$ cat config.mk
export PLATFORM = sky130hd
export DESIGN_NAME = letc_core_limp_arbiter
export DESIGN_NICKNAME = d
export VERILOG_FILES = /design/src/rtl/letc_core_limp_arbiter.sv
export SDC_FILE = /design/constraint.sdc
export NUM_CORES = 1
export LEC_CHECK = 0
export ABC_CLOCK_PERIOD_IN_PS = 1900
export CAP_MARGIN = 20
export CORE_AREA = 2 2 118 120
export CTS_BUF_LIST = sky130_fd_sc_hd__clkbuf_8
export DETAILED_ROUTE_END_ITERATION = 10
export DIE_AREA = 0 0 120 122
export GPL_TIMING_DRIVEN = 0
export PLACE_DENSITY = 0.54
export SKIP_CTS_REPAIR_TIMING = 1
export SLEW_MARGIN = 20
export SYNTH_ARGS = -nofsm -noshare
export SYNTH_HDL_FRONTEND = slang
export SYNTH_SLANG_ARGS = --single-unit
$ cat constraint.sdc
create_clock -name i_clk -period 1.9 [get_ports i_clk]
set_input_delay 0.285 -clock i_clk [delete_from_list [all_inputs] [get_ports i_clk]]
set_output_delay 0.285 -clock i_clk [all_outputs]
set_load 0.03 [all_outputs]
$ cat src/rtl/letc_core_limp_arbiter.sv
// letc_core_limp_arbiter: round-robin arbiter of the icache/dcache LIMP ports onto the AXI FSM LIMP port.
// Optional grant-hold watchdog enabled by defining LETC_CORE_LIMP_ARB_WATCHDOG_EN.
module letc_core_limp_arbiter #(
    parameter int TIMEOUT_CYCLES = 256
) (
    input  logic        i_clk,
    input  logic        i_rst_n,
    input  logic        i_req0_valid,
    output logic        o_req0_ready,
    input  logic        i_req0_wen_nren,
    input  logic [1:0]  i_req0_size,
    input  logic [31:0] i_req0_addr,
    output logic [31:0] o_req0_rdata,
    input  logic [31:0] i_req0_wdata,
    input  logic        i_req1_valid,
    output logic        o_req1_ready,
    input  logic        i_req1_wen_nren,
    input  logic [1:0]  i_req1_size,
    input  logic [31:0] i_req1_addr,
    output logic [31:0] o_req1_rdata,
    input  logic [31:0] i_req1_wdata,
    output logic        o_mem_valid,
    input  logic        i_mem_ready,
    output logic        o_mem_wen_nren,
    output logic [1:0]  o_mem_size,
    output logic [31:0] o_mem_addr,
    input  logic [31:0] i_mem_rdata,
    output logic [31:0] o_mem_wdata,
    output logic        o_timeout
);
    typedef enum logic [1:0] {IDLE, GRANT0, GRANT1} state_e;
    state_e state, state_next;
    logic last_grant, last_grant_next;
    always_ff @(posedge i_clk or negedge i_rst_n) begin
        if (!i_rst_n) begin
            state      <= IDLE;
            last_grant <= 1'b1;
        end else begin
            state      <= state_next;
            last_grant <= last_grant_next;
        end
    end
    always_comb begin
        state_next      = state;
        last_grant_next = last_grant;
        o_mem_valid     = 1'b0;
        o_mem_wen_nren  = 1'b0;
        o_mem_size      = 2'd0;
        o_mem_addr      = 32'd0;
        o_mem_wdata     = 32'd0;
        o_req0_ready    = 1'b0;
        o_req1_ready    = 1'b0;
        case (state)
            IDLE: begin
                if (i_req0_valid && i_req1_valid)
                    state_next = last_grant ? GRANT0 : GRANT1;
                else if (i_req0_valid)
                    state_next = GRANT0;
                else if (i_req1_valid)
                    state_next = GRANT1;
            end
            GRANT0: begin
                o_mem_valid    = i_req0_valid;
                o_mem_wen_nren = i_req0_wen_nren;
                o_mem_size     = i_req0_size;
                o_mem_addr     = i_req0_addr;
                o_mem_wdata    = i_req0_wdata;
                o_req0_ready   = i_mem_ready;
                if (i_mem_ready) begin
                    last_grant_next = 1'b0;
                    state_next      = i_req1_valid ? GRANT1 : IDLE;
                end
            end
            GRANT1: begin
                o_mem_valid    = i_req1_valid;
                o_mem_wen_nren = i_req1_wen_nren;
                o_mem_size     = i_req1_size;
                o_mem_addr     = i_req1_addr;
                o_mem_wdata    = i_req1_wdata;
                o_req1_ready   = i_mem_ready;
                if (i_mem_ready) begin
                    last_grant_next = 1'b1;
                    state_next      = i_req0_valid ? GRANT0 : IDLE;
                end
            end
            default: state_next = IDLE;
        endcase
    end
    assign o_req0_rdata = i_mem_rdata;
    assign o_req1_rdata = i_mem_rdata;
`ifdef LETC_CORE_LIMP_ARB_WATCHDOG_EN
    localparam int WD_W = $clog2(TIMEOUT_CYCLES + 1);
    localparam logic [WD_W-1:0] WD_MAX = WD_W'(TIMEOUT_CYCLES);
    logic [WD_W-1:0] wd_cnt;
    logic wd_timeout, grant_entry, stalled;
    assign grant_entry = (state_next != IDLE) && (state_next != state);
    assign stalled     = (state != IDLE) && !i_mem_ready;
    always_ff @(posedge i_clk or negedge i_rst_n) begin
        if (!i_rst_n) begin
            wd_cnt     <= '0;
            wd_timeout <= 1'b0;
        end else begin
            if (grant_entry)
                wd_cnt <= '0;
            else if (stalled && wd_cnt != WD_MAX)
                wd_cnt <= wd_cnt + 1'b1;
            if (stalled && wd_cnt == WD_MAX - 1'b1)
                wd_timeout <= 1'b1;
        end
    end
    assign o_timeout = wd_timeout;
`else
    assign o_timeout = 1'b0;
`endif
    // An owner withdrawing valid mid-grant is a protocol bug; the grant is still held.
    a_req0_hold: assert property (@(posedge i_clk) disable iff (!i_rst_n) (state == GRANT0) |-> i_req0_valid);
    a_req1_hold: assert property (@(posedge i_clk) disable iff (!i_rst_n) (state == GRANT1) |-> i_req1_valid);
    a_timeout_cfg: assert property (@(posedge i_clk) TIMEOUT_CYCLES > 0);
endmodule

Fig. 1: run 1, placed standard cells
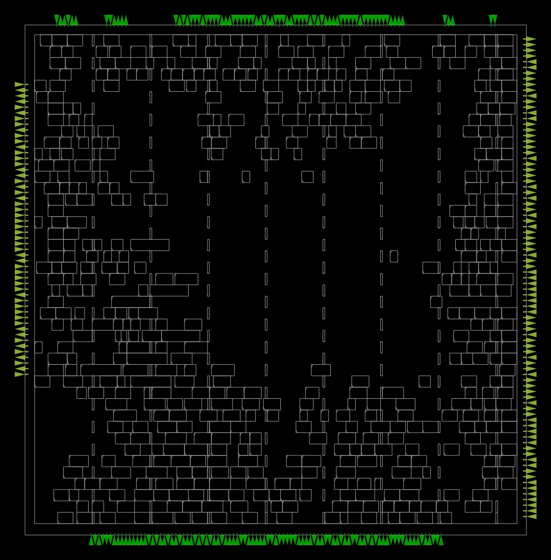
Seq area share: 1.53%
row count: 43
Final Core Density: 38.1%

Fig. 2: run 1, cell classes on the final placement
Drawn at 4 px/um.
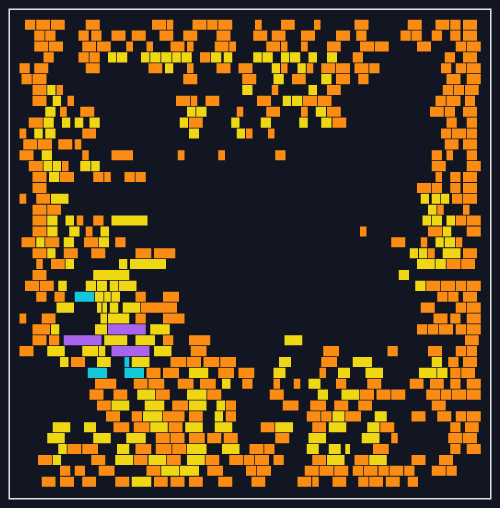
[cyan] clock drivers and dummy loads | cells: 4
[yellow] remaining logic cells | cells: 161
[purple] sequential cells | cells: 3
[orange] remaining buffers and delay cells | cells: 372
final instance area: 5150 um^2
Placeable Area: 13,500 um^2

Fig. 3: run 1, cells by drive strength
Drawn at 3 px/um.
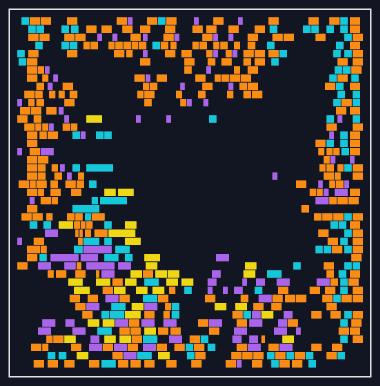
[purple] x2 | cells: 93 | most used: a22oi_2
[yellow] x6 and larger | cells: 37 | most used: buf_6
[orange] x1 and smaller | cells: 303 | most used: clkdlybuf4s50_1
[cyan] x3 and x4 | cells: 107 | most used: buf_4
number of non-clock buffers: 372
Area Overhead vs Synth: 186%
fin worst setup slack: -175 ps

Fig. 4: run 1, routed metal per tile
Drawn at 3 px/um. The die is cut into 24 by 24 equal tiles; white is low, dark blue is high, scaled to the fullest tile. Values are wire area over tile area, all layers added.
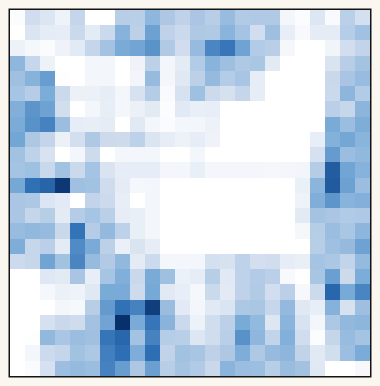
emptiest ninth of the die: centre
mean over tiles: 0.11
tiles over half the peak: 8.7%

==> CHANGELOG.md, run 1 <==
### Implementation results

- Vias per inst: 4.02
- Routability cong.: 0.804
- Power density cells: 1200 nW/um^2
- Final Setup Violations: 48
- CP max stage delay: 440 ps
- Most frequent CP cell: buf_6
- Result of the run: finished with violations
- CTS root buf: clkbuf_8
- Vias in the first global route: 2,769
- CP Buf/Inv Count: 4
- Tool Warnings: 31
- Worst-path clk slew: 30 ps
- Crit path arrival time: 1790 ps
- First-pass GRT wire length: 14.1 mm
- Violated checks: negative setup slack
- Net Count, Synth: 427
- Avg Synthesized Cell Area: 7.17 um^2
- Io pins: 306
- Final period utilization: 109%
- CTS Sinks: 3
- Critical path required time: 1620 ps
- Fin worst setup slack: -175 ps
- Cell area after synthesis: 1800 um^2
run 1: power breakdown:
group	total, mW	switching, mW	internal [mW]
registers	0.144	0.0404	0.103
clock network	0.182	0.0443	0.138
logic	5.83	3.04	2.80
total	6.16	3.12	3.04
run 1: worst register-to-register path: stages, from the launching register on:
cell	delay, ps
dfrtp_2	410
inv_4	60
ha_4	150
buf_8	130
buf_4	150
o21ba_1	190
or2_4	260
mux2_4	300
run 1: routing by layer:
metal	GRT usage [%]	share of wire, %	up-vias
li1	-	-	1392
met1	13.1	35	1337
met2	23.9	56	159
met3	2.67	8.6	6
met4	1.62	0.69	0
met5	0	0	-
run 1: logic make-up (layout without fill, tap and decap cells):
family	after synthesis	after routing	share of synthesized area [%]
adders and majority gates	5	5	3.47
and+or+nand+nor	76	76	26.5
DFF	3	3	4.24
other	1	1	0.208
muxes	2	2	1.46
AOI/OAI and AO/OA	74	74	31.0
buffers and inverters	90	379	33.1
run 1: how the worst max path moves through the flow:
| stage | slack, ps | end | from | depth (start not counted) |
|---|---|---|---|---|
| after global routing | -220 | o_mem_wdata[15] | state[1] | 7 |
| after detailed placement | -1060 | o_mem_wdata[24] | state[0] | 6 |
| after global placement | -1060 | o_mem_wdata[29] | state[0] | 6 |
| after CTS | -1300 | o_mem_wdata[29] | state[0] | 6 |
| after floorplan | 20 | o_mem_wdata[13] | state[0] | 6 |
| final | -180 | o_mem_wdata[19] | state[1] | 7 |
run 1: layout by cell type (no fill, tap or decap):
cell type	Yosys	routed
a21oi_1	1	1
a22oi_1	68	37
a22oi_2	0	31
a31oi_1	1	1
and2_1	2	2
buf_2	5	16
buf_4	65	82
buf_6	1	27
buf_8	0	6
clkbuf_16	0	1
clkbuf_2	0	30
clkbuf_4	0	7
clkbuf_8	0	3
clkdlybuf4s50_1	0	202
conb_1	1	1
dfrtp_2	0	2
dfstp_2	1	1
dlymetal6s2s_1	0	1
ha_1	5	2
ha_4	0	3
inv_1	3	2
inv_4	0	2
mux2_2	1	1
mux2_4	1	1
nand2_1	1	1
nand2b_1	2	2
nand3b_1	1	1
nor2b_1	68	46
nor2b_2	0	11
nor2b_4	0	11
nor3b_1	1	1
o21ai_0	2	2
o21ba_1	1	1
o41ai_2	1	1
or2_4	1	1
run 1: metrics by stage:
step | instances | power [mW] | instance area (um^2) | hold slack, ps | setup TNS, ps
after floorplan | 251 | 3.23 | 1850 | -10.6 | 0
after global placement | 703 | 5.19 | 4800 | 488 | -51130
after detailed placement | 703 | 5.20 | 4800 | 484 | -52070
after CTS | 707 | 5.41 | 4840 | 253 | -68660
after global routing | 720 | 6.55 | 5150 | 259 | -6520
final | 720 | 6.16 | 5150 | 253 | -1780
run 1: cell usage after synthesis, drive strengths merged (2+ instances only):
cell / count
a22oi: 68
and2: 2
buf: 72
clkbuf: 15
dfrtp: 2
ha: 5
inv: 3
mux2: 2
nand2b: 2
nor2b: 68
o21ai: 2
run 1: flip-flops by register name, indices dropped and copies added, names as in the netlist:
register    flops
last_grant      1
state           2
--- run 2 (diff from run 1) ---
--- a/config.mk
+++ b/config.mk
@@ -6,7 +6,6 @@
 export NUM_CORES = 1
 export LEC_CHECK = 0
 export ABC_CLOCK_PERIOD_IN_PS = 1900
-export CAP_MARGIN = 20
 export CORE_AREA = 2 2 118 120
 export CTS_BUF_LIST = sky130_fd_sc_hd__clkbuf_8
 export DETAILED_ROUTE_END_ITERATION = 10
Fig. 5: run 2, cells by drive strength
Drawn at 3 px/um.
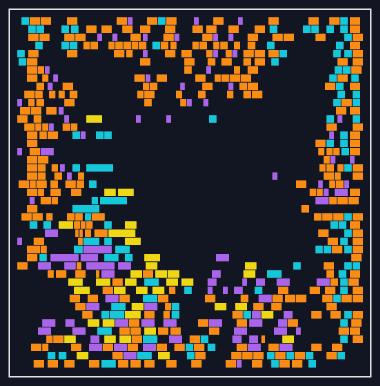
[orange] x1 and smaller | cells: 303 | most used: clkdlybuf4s50_1
[yellow] x6 and larger | cells: 37 | most used: buf_6
[cyan] x3 and x4 | cells: 107 | most used: buf_4
[purple] x2 | cells: 93 | most used: a22oi_2

==> CHANGELOG.md, run 2 <==
### Implementation results

- Most frequent logic cell in the layout: clkdlybuf4s50_1
- Violated checks: negative setup slack
- Top Layout Cells: clkdlybuf4s50_1, buf_4, nor2b_1
- Area Overhead vs Synth: 186% (unchanged)
- Clock Power Share: 3.0% (about the same)
- Fin Hold WS: 253 ps (unchanged)
- Io pins: 306 (unchanged)
- Top reg by flops: state
- Biggest regs: state (2), last_grant (1)
- Sequential share of power: 2.3% (about the same)
- First-pass GRT wire length: 14.1 mm (unchanged)
- Vias in the first global route: 2,769 (unchanged)
- Pwr Total: 6.16 mW (unchanged)
- Crit path arrival time: 1790 ps (about the same)
- Combinational power share: 94.7% (about the same)
- Result of the run: finished with violations
- Top cells by count: a22oi_1, nor2b_1, buf_4, clkbuf_1
- Power density cells: 1200 nW/um^2 (unchanged)
- Fin worst setup slack: -175 ps (unchanged)
- CP Buf/Inv Count: 4 (unchanged)
- Vias per inst: 4.02 (unchanged)
- Cell area after synthesis: 1800 um^2 (unchanged)
- Worst-path clk slew: 30 ps (about the same)
- Routability cong.: 0.804 (unchanged)
- Row count: 43 (unchanged)
- Max reg flops: 2 (unchanged)
- Final period utilization: 109% (unchanged)
- Final cell count without fillers: 720 (unchanged)
- CTS Sinks: 3 (unchanged)
- Final Setup Violations: 48 (unchanged)
- Switching power of the nets: 3.12 mW (unchanged)
- Tool Warnings: 31 (unchanged)
## run 2: power by group through the flow
stage | sequential, mW | clock, mW | combinational, mW
6_report | 0.144 | 0.182 | 5.83
5_1_grt | 0.148 | 0.197 | 6.20
4_1_cts | 0.130 | 0.188 | 5.09
3_5_place_dp | 0.131 | 0 | 5.07
3_3_place_gp | 0.128 | 0 | 5.06
2_1_floorplan | 0.120 | 0 | 3.10
## run 2: cell type report
type	instances	share of cell area [%]
clock inverters	1	0.0729
plain buffers	87	13.6
inverters	3	0.316
multi-input cells	158	27.8
clock buffers	3	0.802
repair buffers	285	51.5
flip-flops and latches	3	1.53
well taps	180	4.37
## run 2: metal layers
metal | global-route usage (%) | vias to the layer above | wire length (um)
li1 | - | 1392 | -
met1 | 13.1 | 1337 | 3600
met2 | 23.9 | 159 | 5790
met3 | 2.67 | 6 | 885
met4 | 1.62 | 0 | 71
met5 | 0 | - | 0
## run 2: worst reg2reg max path, stage by stage (launching register included)
cell     delay [ps]
dfrtp_2         410
inv_4            60
ha_4            150
buf_8           130
buf_4           150
o21ba_1         190
or2_4           260
mux2_4          300
## run 2: worst paths after layout
path,from,end,slack [ps],cells past startpoint
max,state[1],o_mem_wdata[19],-180,7
min,i_rst_n,state[0],250,1
max reg2reg,state[1],state[1],130,7
min reg2reg,last_grant,last_grant,630,1
max in group asynchronous,i_rst_n,last_grant,1430,1
min in group i_clk,last_grant,last_grant,630,1
## run 2: stage by stage
| step | TNS [ps] | util, % |
|---|---|---|
| after global placement | -51130 | 35.5 |
| after CTS | -68660 | 35.9 |
| after floorplan | 0 | - |
| final | -1780 | 38.1 |
| after detailed placement | -52070 | 35.5 |
| after global routing | -6520 | 38.1 |
## run 2: kinds of logic (layout without fill, tap and decap cells)
logic type | count (synthesis) | in the layout | share of synthesized area [%]
buf+inv | 90 | 379 | 33.1
simple gates | 76 | 76 | 26.5
compound gates | 74 | 74 | 31.0
fa+ha+maj | 5 | 5 | 3.47
flops | 3 | 3 | 4.24
mux | 2 | 2 | 1.46
other cells | 1 | 1 | 0.208
Power figures rest on the tool's default switching activity, not on a simulated workload.
